## src/rtl/uart_rx_data_sampler.sv

```systemverilog
// uart_rx_data_sampler: UART receiver oversampling front end.
// Counts oversampling edges and bit periods while enabled. Takes three mid-bit
// samples at H-1, H and H+1 (H = P/2) and registers their majority vote with a
// one-cycle valid strobe.
// Optional feature macro: UART_RX_SAMPLER_GLITCH_FLAG_EN. When it is defined,
// glitch_flag reports that the three samples of the last bit disagreed.
// Otherwise glitch_flag is tied to 0.
module uart_rx_data_sampler #(
  parameter int PRESCALE_W = 6,
  parameter int BIT_CNT_W  = 4
) (
  input  logic                  clk,
  input  logic                  rst,
  input  logic                  enable,
  input  logic                  RX_IN,
  input  logic [PRESCALE_W-1:0] Prescale,
  output logic                  sampled_bit,
  output logic                  sample_valid,
  output logic [PRESCALE_W-1:0] edge_cnt,
  output logic [BIT_CNT_W-1:0]  bit_cnt,
  output logic                  glitch_flag
);

  logic                  en_q;
  logic [PRESCALE_W-1:0] p_q, p_d;
  logic [PRESCALE_W-1:0] p_new, p_eff, half;
  logic                  frame_start;
  logic [PRESCALE_W-1:0] edge_q, edge_d;
  logic [BIT_CNT_W-1:0]  bit_q, bit_d;
  logic                  s0_q, s0_d, s1_q, s1_d;
  logic                  sampled_q, sampled_d;
  logic                  valid_q, valid_d;
  logic                  majority;

  // Decode the requested ratio. Anything other than 8/16/32 falls back to 8.
  always_comb begin
    p_new = PRESCALE_W'(8);
    if (Prescale == PRESCALE_W'(16)) p_new = PRESCALE_W'(16);
    if (Prescale == PRESCALE_W'(32)) p_new = PRESCALE_W'(32);
  end

  // On the first enabled cycle the freshly decoded ratio drives the
  // comparisons directly. From then on the latched copy is used.
  always_comb begin
    frame_start = enable && !en_q;
    p_eff       = frame_start ? p_new : p_q;
    half        = p_eff >> 1;
    p_d         = frame_start ? p_new : p_q;
  end

  // Edge and bit counters. The bit counter saturates instead of wrapping.
  always_comb begin
    edge_d = '0;
    bit_d  = '0;
    if (enable) begin
      if (edge_q == p_eff - PRESCALE_W'(1)) begin
        edge_d = '0;
        bit_d  = (bit_q == '1) ? bit_q : bit_q + BIT_CNT_W'(1);
      end else begin
        edge_d = edge_q + PRESCALE_W'(1);
        bit_d  = bit_q;
      end
    end
  end

  // Mid-bit sample capture and majority vote. Dropping enable discards any
  // partial samples of the current bit.
  always_comb begin
    s0_d      = s0_q;
    s1_d      = s1_q;
    valid_d   = 1'b0;
    majority  = (s0_q & s1_q) | (s0_q & RX_IN) | (s1_q & RX_IN);
    sampled_d = sampled_q;
    if (!enable) begin
      s0_d = 1'b0;
      s1_d = 1'b0;
    end else begin
      if (edge_q == half - PRESCALE_W'(1)) s0_d = RX_IN;
      if (edge_q == half)                  s1_d = RX_IN;
      if (edge_q == half + PRESCALE_W'(1)) begin
        valid_d   = 1'b1;
        sampled_d = majority;
      end
    end
  end

  // Sampler state registers.
  always_ff @(posedge clk or posedge rst) begin
    if (rst) begin
      en_q      <= 1'b0;
      p_q       <= PRESCALE_W'(8);
      edge_q    <= '0;
      bit_q     <= '0;
      s0_q      <= 1'b0;
      s1_q      <= 1'b0;
      sampled_q <= 1'b0;
      valid_q   <= 1'b0;
    end else begin
      en_q      <= enable;
      p_q       <= p_d;
      edge_q    <= edge_d;
      bit_q     <= bit_d;
      s0_q      <= s0_d;
      s1_q      <= s1_d;
      sampled_q <= sampled_d;
      valid_q   <= valid_d;
    end
  end

`ifdef UART_RX_SAMPLER_GLITCH_FLAG_EN
  logic glitch_q, glitch_d;

  // The flag is set on a valid cycle whose samples disagree, cleared on a
  // unanimous one, and cleared while the sampler is disabled.
  always_comb begin
    glitch_d = glitch_q;
    if (!enable) begin
      glitch_d = 1'b0;
    end else if (edge_q == half + PRESCALE_W'(1)) begin
      glitch_d = !((s0_q == s1_q) && (s1_q == RX_IN));
    end
  end

  // Glitch flag register.
  always_ff @(posedge clk or posedge rst) begin
    if (rst) glitch_q <= 1'b0;
    else     glitch_q <= glitch_d;
  end

  assign glitch_flag = glitch_q;
`else
  assign glitch_flag = 1'b0;
`endif

  assign sampled_bit  = sampled_q;
  assign sample_valid = valid_q;
  assign edge_cnt     = edge_q;
  assign bit_cnt      = bit_q;

endmodule

```

## config.mk

```make
export PLATFORM = sky130hd
export DESIGN_NAME = uart_rx_data_sampler
export DESIGN_NICKNAME = d
export VERILOG_FILES = /design/src/rtl/uart_rx_data_sampler.sv
export SDC_FILE = /design/constraint.sdc
export NUM_CORES = 1
export LEC_CHECK = 0
export ABC_AREA = 1
export CAP_MARGIN = 30
export CELL_PAD_IN_SITES_DETAIL_PLACEMENT = 2
export CELL_PAD_IN_SITES_GLOBAL_PLACEMENT = 2
export CORE_MARGIN = 2
export CORE_UTILIZATION = 30
export DETAILED_ROUTE_END_ITERATION = 16
export GPL_ROUTABILITY_DRIVEN = 0
export HOLD_SLACK_MARGIN = 0.15
export PLACE_DENSITY = 0.78
export SYNTH_ARGS = -nofsm -noshare
export SYNTH_HDL_FRONTEND = slang
export SYNTH_SLANG_ARGS = --single-unit
```

## constraint.sdc

```tcl
create_clock -name clk -period 2.1 [get_ports clk]
set_input_delay 0.42 -clock clk [delete_from_list [all_inputs] [get_ports clk]]
set_output_delay 0.42 -clock clk [all_outputs]
set_load 0.01 [all_outputs]
```

==> impl_metrics.py, run 1 <==
# Synthesis and PnR figures
metrics = {
    "outcome": {
        "status": "finished with violations",
        "violations": "negative setup slack",
    },
    "clocking": {
        "cts-root-buf": "clkbuf_8",
        "clk_pin_slew_ns": 0.09,
        "cts.sinks": 21,
        "postCtsSetupBuffers": 0,
        "cts_buffers": 3,
        "cts.path.max_buffers": 2,
        "clk_latency_ns": 0.27,
        "holdBufCountCts": 0,
        "tritoncts": "done",
        "cts_resized": 3,
        "htree_levels": 1,
    },
    "power_and_ir_drop": {
        "sequentialPower_mw": 0.452,
        "p_sw_mw": 0.289,
        "powerComb_mw": 0.205,
        "p_seq_frac": 0.480,
        "comb_power_share": 0.218,
        "powerDensity_mw_per_mm2": 431,
        "leakage_nw": 1.22,
        "p_int_mw": 0.653,
        "power_frac_clock": 0.303,
        "pg_clk_mw": 0.285,
        "switching_share": 0.307,
    },
    "placement": {
        "portBuffers": 21,
        "numPlacedInstances": 327,
        "pre_cts_ws_ns": -0.455,
        "placed_area_mm2": 0.00199,
        "dp_hpwl_um": 3870,
    },
    "yosys": {
        "area_leaders": "dfrtp_1 (32%), nand2_1 (15%), nand3_1 (8.4%), inv_1 (8.2%), xor2_1 (6.2%)",
        "synth.distinct_cells": 27,
        "netlist_area_mm2": 0.00155,
        "yosys_cells": 216,
        "ys.flops": 21,
        "edf_count": 0,
        "synth_top_flop_cell": "dfrtp_1",
        "yosys_warnings": 0,
        "compound_area_frac": 0.0202,
        "yosysTopAreaCell": "dfrtp_1",
        "ys_sh_simple": 0.403,
        "ys_sh_xor": 0.0728,
        "syn_inst": 216,
        "ys_chip_area_mm2": 0.00155,
        "avgSynthCellArea_um2": 7.17,
        "adder_share": 0.0550,
        "syn-num-nets": 232,
        "synthTopLogicFamily": "simple AND/OR/NAND/NOR gates",
        "synth.most_common_cell": "nand2_1",
        "common_cells": "nand2_1 (63), inv_1 (34), nand3_1 (26), nor2_1 (22), dfrtp_1 (20)",
        "synth_top_area_share": 0.323,
        "mux_area_frac": 0,
        "async_flop_share": 1.00,
        "ys_seq_share": 0.340,
    },
    "critical_path": {
        "worst_setup_path_start_kind": "input port",
        "cp.arrival_ns": 2.30,
        "path_buffers": 1,
        "end_kind": "flip-flop",
        "crit_chain": "clkdlybuf4s15_1 -> nand2_4 -> nand2_2 -> ha_4 -> nand3b_1 -> nand3_1 -> nand2_1 -> nor2_1 -> nand2_1 -> nor2_2 -> nand4_4 -> nand2_4 -> nand2_4 -> nand2_1 -> nand2_1",
        "crit_family": "simple AND/OR/NAND/NOR gates",
        "crit_path_start": "enable",
        "cp.required_ns": 2.27,
        "path_max_fanout": 8,
        "crit_path_end": "bit_cnt[0]",
        "slowest_stage": "clkdlybuf4s15_1",
        "r2r_end": "bit_cnt[0]",
        "cp_common_cell": "nand2_1",
        "max_stage_delay_ns": 0.23,
        "cp.depth": 15,
        "r2r-start": "en_q",
        "crit_type": "in2reg",
        "r2r_cells": 16,
    },
    "final_timing": {
        "hold_violations": 0,
        "finalSetupViolCount": 4,
        "layout_setup_ws_ns": -0.0289,
        "finalCriticalPeriod_ns": 2.13,
        "hold-worst-slack_ns": 0.486,
        "maxSlewViolCount": 0,
        "fin_skew_ns": 0.00349,
        "rsz0062_at_grt": "yes",
        "fmax_mhz": 470,
        "fin_crit_sh": 1.01,
        "finalSetupTns_ns": -0.0872,
    },
    "worst_hold_path": {
        "hold_class": "in2async",
    },
    "grt": {
        "grt.total_usage": 0.191,
        "overflow": 0,
        "grt_pass1_wl_um": 8030,
        "use_met1": 0.238,
        "grt_max_degree": 22,
        "met3_usage": 0.0278,
        "top_usage_layer": "met2",
        "antenna_found_initial": 0,
        "grt_pass1_vias": 1634,
    },
    "route": {
        "drtIter0Drc": 27,
        "met1_length_um": 2330,
        "wl_per_cell_um": 16.0,
        "wl_met2_um": 2940,
        "drt.antenna.violating_nets": 0,
        "firstDrtPassIters": 4,
        "viasPerCell": 4.62,
        "drc_errors": 0,
        "top_layer": "met4",
        "wl_met3_um": 76,
    },
    "floorplan": {
        "ioPinCount": 23,
        "tap_cells": 70,
        "row_count": 26,
        "die-area_mm2": 0.00575,
    },
    "cells_and_area": {
        "n_antenna_cell": 0,
        "drive_gt1_frac": 0.269,
        "nonClkBufAreaFrac": 0.200,
        "nFlopsAndLatches": 21,
        "clk_share": 0.0212,
        "final_area_mm2": 0.00218,
        "inverters_excl_clock": 36,
        "mi_logic_area_um2": 951,
        "nClkBuffers": 3,
        "lay_top_count": "nand2_1",
        "seqCellArea_um2": 527,
        "n_all_buffers": 50,
        "logic_gates": 157,
        "largest_class": "logic gates",
        "nets": 285,
        "stdcell_count": 338,
        "nFillCells": 600,
        "sh_comb_area": 0.436,
    },
    "job": {
        "maxCapViolCount": 0,
        "tool_warnings": 29,
    },
}
Figure 1. Metal 2 (run 1).
Drawn at 4 px/um.
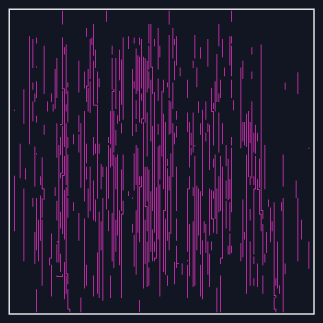
wire length on this layer: 2940 um
share of all routed wire: 54%
Routed WL: 5420 um
met2 Usage GRT: 0.349
Vias: 1562

Figure 2. Cell area per tile (run 1).
Drawn at 4 px/um. The die is cut into 8 by 8 equal tiles; black is low, pale yellow is high, 0 to 100% covered.
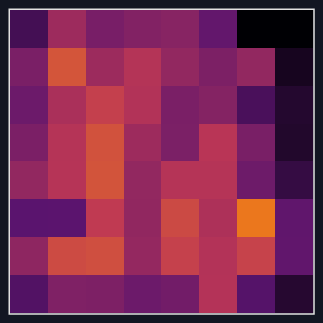
fullest tile: 69%
emptiest ninth of the die: top right
mean over tiles: 37%
nearly empty tiles: 3.1%
floorplan core area: 0.00504 mm^2
Finished Core Util: 0.433
Initial Utilization: 0.307

Figure 3. Floorplan with the power grid (run 1).
Drawn at 4 px/um. Pins as bars on the die edge.
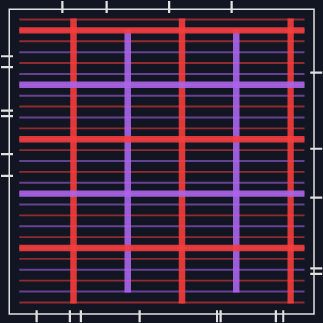
| color | net |
|---|---|
| purple | VDD |
| red | VSS |
met4 straps: 5
met1 rails: 27
rows: 26
die width: 75.8 um
die y size: 75.8 um
peak supply drop: 206 uV

==> run 1 -> run 2 <==
Settings changed: SKIP_CTS_REPAIR_TIMING from default to 1.
==> run 2 against run 1 <==
Compared with the run above: the run now ends clean; clock skew decreased by 0.00053 ns; worst hold slack improved by 0.0025 ns; global-route usage shrank 0.19 points; flip-flop count unchanged; utilization fell by 0.62 points; critical path depth unchanged; worst setup slack better by 0.11 ns; clock power is essentially flat; combinational power fell by 3%.
==> impl_metrics.py, run 2 <==
# Synthesis and PnR figures
metrics = {
    "floorplan": {
        "fp-utilization": 0.307,
        "tap_cells": 70,
        "die-area_mm2": 0.00575,
        "die_y_um": 75.8,
        "die_x_um": 75.8,
        "coreArea_mm2": 0.00504,
    },
    "route": {
        "met1_length_um": 2210,
        "wl_met2_um": 2620,
        "top_layer": "met4",
        "wl_per_cell_um": 14.9,
        "viasPerCell": 4.57,
        "drt.antenna.violating_nets": 0,
    },
    "final_timing": {
        "finalSetupViolCount": 0,
        "finalCriticalPeriod_ns": 2.02,
        "fmax_mhz": 496,
        "fin_skew_ns": 0.00296,
        "maxSlewViolCount": 0,
        "rsz0062_at_grt": "yes",
        "hold_violations": 0,
        "fin_crit_sh": 0.960,
        "finalSetupTns_ns": 0,
        "layout_setup_ws_ns": 0.0849,
    },
    "critical_path": {
        "crit_type": "reg2reg",
        "path_max_fanout": 8,
        "crit_path_start": "en_q",
        "r2r-start": "en_q",
        "max_stage_delay_ns": 0.39,
        "crit_family": "simple AND/OR/NAND/NOR gates",
        "cp.arrival_ns": 2.17,
        "r2r_cells": 15,
        "cp.required_ns": 2.25,
        "crit_path_end": "edge_cnt[0]",
        "path_buffers": 2,
        "end_kind": "flip-flop",
        "r2r_end": "edge_cnt[0]",
        "slowest_stage": "dfrtp_1",
        "crit_chain": "inv_2 -> nand2_4 -> nand2_4 -> ha_4 -> nand3b_1 -> nand2_1 -> nand2_1 -> nand2_1 -> nor2_1 -> nand2_1 -> nor2_2 -> nand4_2 -> nand2_4 -> buf_4 -> nor2_1",
        "worst_setup_path_start_kind": "flip-flop",
        "cp_common_cell": "nand2_1",
    },
    "power_and_ir_drop": {
        "powerDensity_mw_per_mm2": 432,
        "ir_drop_uv": 291,
        "switching_share": 0.300,
        "p_sw_mw": 0.279,
        "leakage_nw": 1.20,
        "comb_power_share": 0.212,
        "pg_clk_mw": 0.282,
        "p_int_mw": 0.652,
        "power_frac_clock": 0.303,
        "powerComb_mw": 0.198,
        "p_seq_frac": 0.485,
    },
    "clocking": {
        "cts-root-buf": "clkbuf_8",
        "cts.path.max_buffers": 2,
        "cts_buffers": 3,
        "clk_pin_slew_ns": 0.09,
        "tritoncts": "done",
        "clk_latency_ns": 0.27,
    },
    "yosys": {
        "edf_count": 0,
        "common_cells": "nand2_1 (63), inv_1 (34), nand3_1 (26), nor2_1 (22), dfrtp_1 (20)",
        "adder_share": 0.0550,
        "netlist_area_mm2": 0.00155,
        "synth_top_flop_cell": "dfrtp_1",
        "ys.flops": 21,
        "ys_seq_share": 0.340,
        "synthTopLogicFamily": "simple AND/OR/NAND/NOR gates",
        "area_leaders": "dfrtp_1 (32%), nand2_1 (15%), nand3_1 (8.4%), inv_1 (8.2%), xor2_1 (6.2%)",
        "syn_inst": 216,
        "yosys_warnings": 0,
        "avgSynthCellArea_um2": 7.17,
        "syn-num-nets": 232,
        "synth.most_common_cell": "nand2_1",
        "synth_top_area_share": 0.323,
        "compound_area_frac": 0.0202,
        "yosysTopAreaCell": "dfrtp_1",
        "synth.distinct_cells": 27,
        "yosys_cells": 216,
    },
    "placement": {
        "portBuffers": 21,
        "pre_cts_ws_ns": -0.455,
    },
    "grt": {
        "met3_usage": 0.0278,
        "grt_pass1_vias": 1612,
        "antenna_found_initial": 0,
        "grt.total_usage": 0.189,
        "use_met1": 0.235,
        "overflow": 0,
        "top_usage_layer": "met2",
    },
    "cells_and_area": {
        "inverters_excl_clock": 36,
        "clk_share": 0.0215,
        "final_area_mm2": 0.00215,
        "largest_class": "logic gates",
        "stdcell_count": 336,
        "nonClkBufAreaFrac": 0.197,
        "sh_comb_area": 0.434,
        "logic_gates": 156,
        "drive_gt1_frac": 0.244,
        "nClkBuffers": 3,
        "nFlopsAndLatches": 21,
    },
    "outcome": {
        "status": "finished, final reports clean",
    },
    "job": {
        "maxCapViolCount": 0,
    },
}
Figure 4. Metal 2 (run 2).
Drawn at 4 px/um.
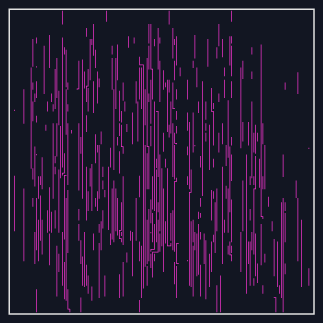
main direction: vertical
wire length on this layer: 2620 um
nets with wire on the layer: 257
share of all routed wire: 52%
longest straight run: 55.8 um
met2 Usage GRT: 0.346
Routed WL: 5000 um
Vias: 1537

Figure 5. Register map, names as in the netlist (run 2).
Drawn at 4 px/um. Other sequential cells in the stronger gray, the rest of the logic in the fainter gray.
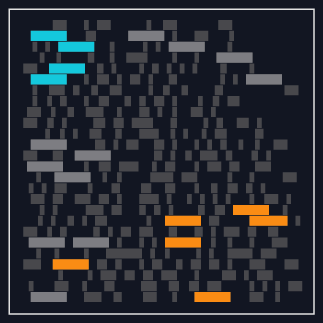
| color | netlist name | sequential cells |
|---|---|---|
| cyan | bit_cnt | 4 |
| orange | p_q | 6 |
seq pwr: 0.451 mW
register area: 527 um^2
Finished Core Util: 0.427
Seq area share: 0.245

Power figures rest on the tool's default switching activity, not on a simulated workload.
